Figure 1. Placement view.
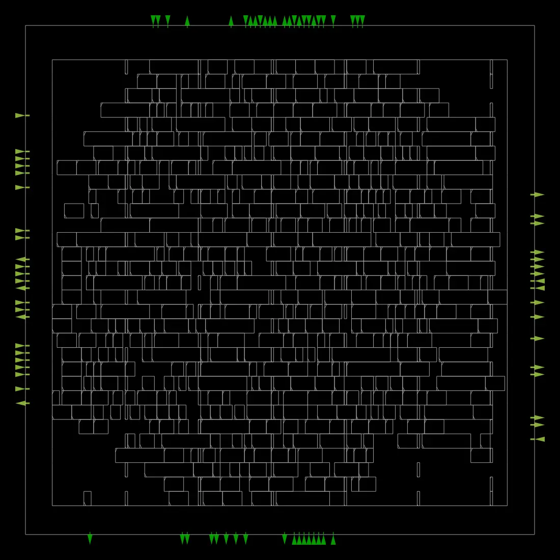
Figure 2. Wire density map.
The die is cut into 19 by 19 equal tiles; black is low, pale yellow is high, scaled to the fullest tile. Values are wire area over tile area, all layers added.
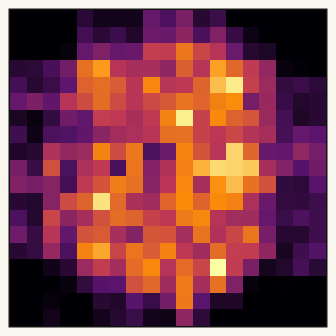
Figure 3. Clock wires, drivers and flops.
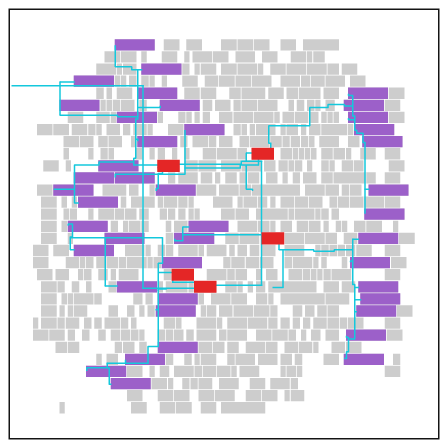
Figure 4. Logic cells by family.
Bar = 20 µm.
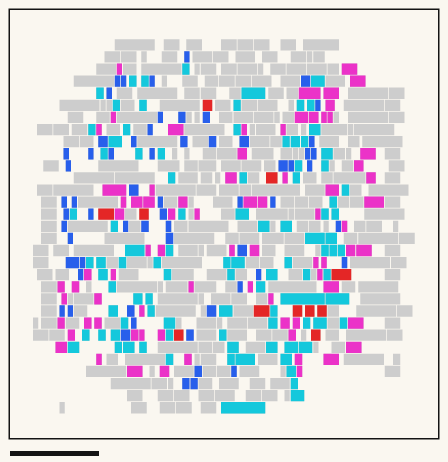
Figure 5. A small window of the routed layout.
Bar = 10 µm. Region (36, 16) to (61, 41) µm. Cells in grey, sequential cells in the stronger grey; small squares are vias.
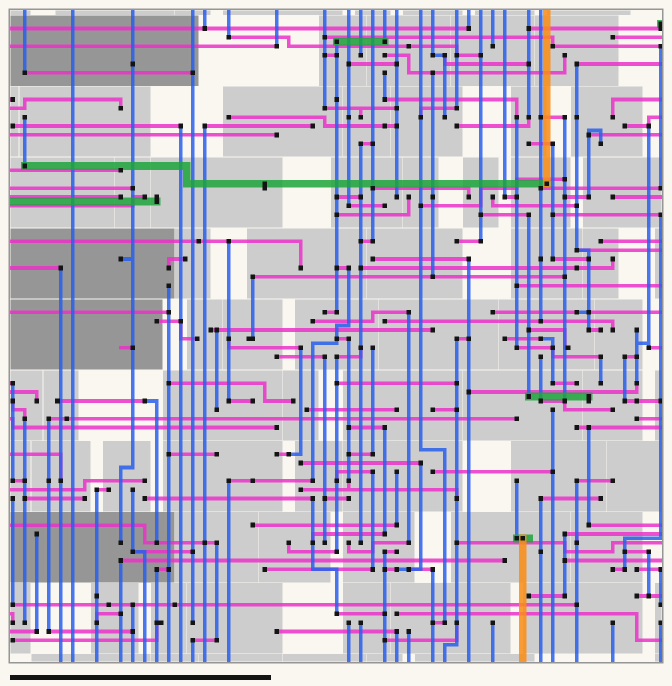
==> src/rtl/me_blt_ctl.sv <==
// me_blt_ctl: player bullet spawn/flight/cooldown FSM plus bullet sprite ROM address generator.
// Optional feature: define BLT_AUTOFIRE_EN to spawn on the fire level instead of its rising edge.
module me_blt_ctl #(
  parameter int          BLT_W       = 8,
  parameter int          BLT_H       = 16,
  parameter int          ME_W        = 32,
  parameter int          BLT_SPEED   = 4,
  parameter int          COOL_FRAMES = 10,
  parameter logic [16:0] BLT_BASE    = 17'd4096
) (
  input  logic        clk,
  input  logic        rst_n,
  input  logic        fire,
  input  logic        frame_tick,
  input  logic [9:0]  me_x,
  input  logic [9:0]  me_y,
  input  logic [9:0]  h_cnt,
  input  logic [9:0]  v_cnt,
  output logic [16:0] me_blt_addr,
  output logic        blt_active,
  output logic [9:0]  blt_x,
  output logic [9:0]  blt_y
);

  localparam int               CNT_W     = (COOL_FRAMES < 2) ? 1 : $clog2(COOL_FRAMES + 1);
  localparam logic [9:0]       X_OFS     = 10'(ME_W / 2 - BLT_W / 2);
  localparam logic [9:0]       BLT_H_V   = 10'(BLT_H);
  localparam logic [9:0]       SPEED_V   = 10'(BLT_SPEED);
  localparam logic [10:0]      BLT_W_E   = 11'(BLT_W);
  localparam logic [10:0]      BLT_H_E   = 11'(BLT_H);
  localparam logic [CNT_W-1:0] COOL_LOAD = CNT_W'(COOL_FRAMES);
  localparam logic [CNT_W-1:0] CNT_ONE   = CNT_W'(1);

  typedef enum logic [1:0] {
    IDLE = 2'd0,
    FLY  = 2'd1,
    COOL = 2'd2
  } state_t;

  state_t           state, state_nxt;
  logic [CNT_W-1:0] cnt, cnt_nxt;
  logic [9:0]       blt_x_nxt, blt_y_nxt;
  logic             fire_d, fire_rise, spawn;
  logic             hit;
  logic [10:0]      h_e, v_e, x_e, y_e;
  logic [9:0]       row, col;
  logic [16:0]      addr_nxt;

  assign fire_rise = fire & ~fire_d;

`ifdef BLT_AUTOFIRE_EN
  assign spawn = fire;
`else
  assign spawn = fire_rise;
`endif

  always_comb begin
    state_nxt = state;
    cnt_nxt   = cnt;
    blt_x_nxt = blt_x;
    blt_y_nxt = blt_y;
    case (state)
      IDLE: begin
        // Spawn wins over a coincident frame_tick: the bullet does not move on its first cycle.
        if (spawn) begin
          blt_x_nxt = me_x + X_OFS;
          blt_y_nxt = (me_y < BLT_H_V) ? 10'd0 : me_y - BLT_H_V;
          state_nxt = FLY;
        end
      end
      FLY: begin
        if (frame_tick) begin
          if (blt_y >= SPEED_V) begin
            blt_y_nxt = blt_y - SPEED_V;
          end else begin
            state_nxt = COOL;
            cnt_nxt   = COOL_LOAD;
          end
        end
      end
      COOL: begin
        if (frame_tick) begin
          if (cnt <= CNT_ONE) begin
            state_nxt = IDLE;
          end else begin
            cnt_nxt = cnt - CNT_ONE;
          end
        end
      end
      default: state_nxt = IDLE;
    endcase
  end

  // Widened to 11 bits so a bullet near the right/bottom edge cannot wrap its far bound.
  assign h_e = {1'b0, h_cnt};
  assign v_e = {1'b0, v_cnt};
  assign x_e = {1'b0, blt_x};
  assign y_e = {1'b0, blt_y};
  assign hit = (state == FLY) && (h_e >= x_e) && (h_e < x_e + BLT_W_E) &&
               (v_e >= y_e) && (v_e < y_e + BLT_H_E);
  assign row = v_cnt - blt_y;
  assign col = h_cnt - blt_x;

  always_comb begin
    addr_nxt = 17'd0;
    if (hit) begin
      addr_nxt = BLT_BASE + 17'(row) * 17'(BLT_W) + 17'(col);
    end
  end

  always_ff @(posedge clk or negedge rst_n) begin
    if (!rst_n) begin
      state       <= IDLE;
      cnt         <= '0;
      fire_d      <= 1'b0;
      blt_x       <= 10'd0;
      blt_y       <= 10'd0;
      blt_active  <= 1'b0;
      me_blt_addr <= 17'd0;
    end else begin
      state       <= state_nxt;
      cnt         <= cnt_nxt;
      fire_d      <= fire;
      blt_x       <= blt_x_nxt;
      blt_y       <= blt_y_nxt;
      blt_active  <= (state_nxt == FLY);
      me_blt_addr <= addr_nxt;
    end
  end

endmodule
==> config.mk <==
export PLATFORM = sky130hd
export DESIGN_NAME = me_blt_ctl
export DESIGN_NICKNAME = d
export VERILOG_FILES = /design/src/rtl/me_blt_ctl.sv
export SDC_FILE = /design/constraint.sdc
export NUM_CORES = 1
export LEC_CHECK = 0
export CAP_MARGIN = 20
export CORE_MARGIN = 5
export CORE_UTILIZATION = 52
export CTS_CLUSTER_DIAMETER = 120
export DETAILED_ROUTE_END_ITERATION = 12
export PLACE_DENSITY = 0.86
export SLEW_MARGIN = 20
export SYNTH_ARGS = -nofsm -noshare
export SYNTH_HDL_FRONTEND = slang
export SYNTH_SLANG_ARGS = --single-unit
==> constraint.sdc <==
create_clock -name clk -period 3.6 [get_ports clk]
set_clock_uncertainty 0.05 [all_clocks]
set_input_delay 0.36 -clock clk [delete_from_list [all_inputs] [get_ports clk]]
set_output_delay 0.36 -clock clk [all_outputs]
set_load 0.03 [all_outputs]
==> run summary <==
Physical implementation status

The post-cts sizing count stands at 1. met2 track demand over resource after global routing is 0.394. The worst hold path belongs to the class in -> async.

For the worst flop-to-flop path, the logic depth is 17. STA classifies the critical path endpoint as a flop. The clock-cell share of area stands at 0.0286. From synthesis to final layout, the design area changed by 29.1%. The number of clock buffers in the layout stands at 6. A synthesized cell averages 8.59 µm². The proportion of final cell area spent on non-clock buffers stands at 0.179. The overall overflow remaining after global route stands at 0. The count of nets left with antenna violations once routing finished came out at 0. The global-route usage over all layers stands at 0.222. The biggest slice of the area belongs to logic gates. From left edge to right edge, the die measures 96.2 µm.

Looking at the reg2reg group, the worst path ends at me_blt_addr[12]. The main area contributors are sky130_fd_sc_hd__dfrtp_1 27%, sky130_fd_sc_hd__ha_1 16%, sky130_fd_sc_hd__xnor2_1 6.1%, sky130_fd_sc_hd__inv_1 4.3%, sky130_fd_sc_hd__o21ai_0 4.0%. The routed design shows a wire length per standard cell of 15.4 µm. Per the synth stats, the flop cell with the highest instance count is sky130_fd_sc_hd__dfrtp_1. The wire length of the first global-routing pass stands at between 15000 and 20000 µm. The number of I/O pins stands at 82. Wire segments on met3 add up to 406 µm in the final route. The power density relative to cell area stands at between 1000 and 1500 nW/µm².

The run reported a max-capacitance violation count of 0. The final weighted congestion in routability-driven placement stands at approximately 0.88. The final max-slew violation count stands at 0. The flow ran to the end, and the final reports show no timing, DRC or antenna violations. The number of nets at the end of the flow stands at 636. In this run, power in flip-flops and latches comes to 0.854 mW. The slowest stage of the critical path is the sky130_fd_sc_hd__clkdlybuf4s50_1 cell. STA puts the critical path data arrival time at 3.62 ns. The group that draws the most power in this run is combinational cells.

The largest single stage delay on the critical path is 0.46 ns. The count of warning messages emitted by the tools stands at 31. Summing all multiplexer cells gives an area fraction of 0. Fill cells in the final layout number between 500 and 600. Per the synthesis report, the adder-cell share of the synthesized area is 0.174. The number of antenna diodes in the final layout is 0. For this run, the chip area from Yosys synthesis comes to slightly below 4000 µm².

In the setup report, the worst path falls into the class in -> reg. The post-CTS setup buffer count stands at 0. The floorplan step records an initial core utilization of 0.533. The later-pin clock latency in the skew report stands at 0.30 ns. The half-perimeter wire length after detailed placement stands at ~7900 µm. The number of flip-flops in the largest register stands at 14.

Buffers inserted to repair hold after CTS numbered 0. The synthesis stats list as the most numerous cell sky130_fd_sc_hd__ha_1. The routed layout has roughly 3600 vias. The number of flip-flops and latches stands at approximately 42. By instance count after routing, the leading logic cell types are 77 x sky130_fd_sc_hd__clkdlybuf4s50_1, 49 x sky130_fd_sc_hd__ha_1, 44 x sky130_fd_sc_hd__inv_1, 42 x sky130_fd_sc_hd__dfrtp_1, 40 x sky130_fd_sc_hd__nand2_1. The clock input transition at the sequential cells of the worst setup and hold paths stands at approximately 0.08 ns. The detailed-route wire length stands at 9880 µm. The number of core rows stands at 31. After technology mapping, the gate count stands at 450. Summed over the clock group, the power is between 0.4 and 0.5 mW.

The remaining max-slew budget at the tightest pin stands at 0.384. The via count of the first global-routing pass came to around 3700. The most critical hold endpoint after final layout shows a slack of about 0.14 ns. The cell type that accounts for the most area after synthesis is sky130_fd_sc_hd__dfrtp_1. The maximum operating frequency stands at approximately 0.28 GHz. The synthesized netlist contains approximately 60 unique library cells. Per the placement log, port buffering inserted just under 80 buffers. The fraction of layout cells with a size suffix above 1 stands at 0.104. Entering global routing, the biggest net connects 43 pins. Per the Yosys statistics, synthesis produced ~450 cells. Subtracting the final worst setup slack from the clock period gives 3.52 ns. The chip occupies 9260 µm². The average vias per placed instance stands at 5.63. In the log, the iteration count for the first detailed-route pass is 4. In the synthesized netlist, the cells that appear most often are 49 x sky130_fd_sc_hd__ha_1, 44 x sky130_fd_sc_hd__inv_1, 42 x sky130_fd_sc_hd__dfrtp_1. The final timing summary puts the cycle share of the worst path at 0.977.

In the final layout, the registers with the most flip-flops are me_blt_addr: 14 flops, blt_x: 10 flops, blt_y: 10 flops. The combined area of the multi-input logic cells stands at between 2000 and 3000 µm². VDD sags by at most roughly 0.53 mV. Looking at the global route congestion table, the highest-usage layer is met2. The highest layer touched by signal routing is met4.

Setup total negative slack on the finished layout was measured at 0 ns. The number of antenna violations at the first check in global routing stands at 0. The final count of negative-setup-slack endpoints stands at 0. Per the placement report, the placed cell count is 632. Routing resource usage on met1 recorded by global route was 0.272. The top-area cell type share of the netlist area stands at 0.272.

CTS placed an instance of sky130_fd_sc_hd__clkbuf_8 at the clock tree root.
Back to the opening pictures, Figure 1:
Core ar.: 7250 µm²
post-layout utilization of the core: 0.688
tapcell count: 99
non-filler instance count after layout: 640
register share of the cell area: 0.211

Back to the opening pictures, Figure 2:
tiles over half the peak: 30%
fullest tile: 0.49
mean over tiles: 0.17
nearly empty tiles: 16%

Back to the opening pictures, Figure 3:
legend:
  purple:
    item: flip-flops
    count: 42
  cyan:
    item: clock wires
    length: 601 µm
  red:
    item: cells driving clock nets
    count: 5
routed clock nets: 6

Back to the opening pictures, Figure 4:
legend:
  magenta:
    family: NOR gates
    cells: 76
    most_used: nor2_1
  cyan:
    family: inverting AOI/OAI gates
    cells: 95
    most_used: o21ai_0
  blue:
    family: NAND gates
    cells: 61
    most_used: nand2_1
  red:
    family: AND and OR gates
    cells: 11

Back to the opening pictures, Figure 5:
legend:
  magenta:
    layer: met1
  orange:
    layer: met4
  blue:
    layer: met2
  green:
    layer: met3
netlist names of flops here include: blt_y (3), cnt (1)
cells with their middle in the window: 56
most frequent: ha_1 (10), inv_1 (5)
sequential cells in the window: 4

No activity file was given, so power comes from the tool's default toggle rates.
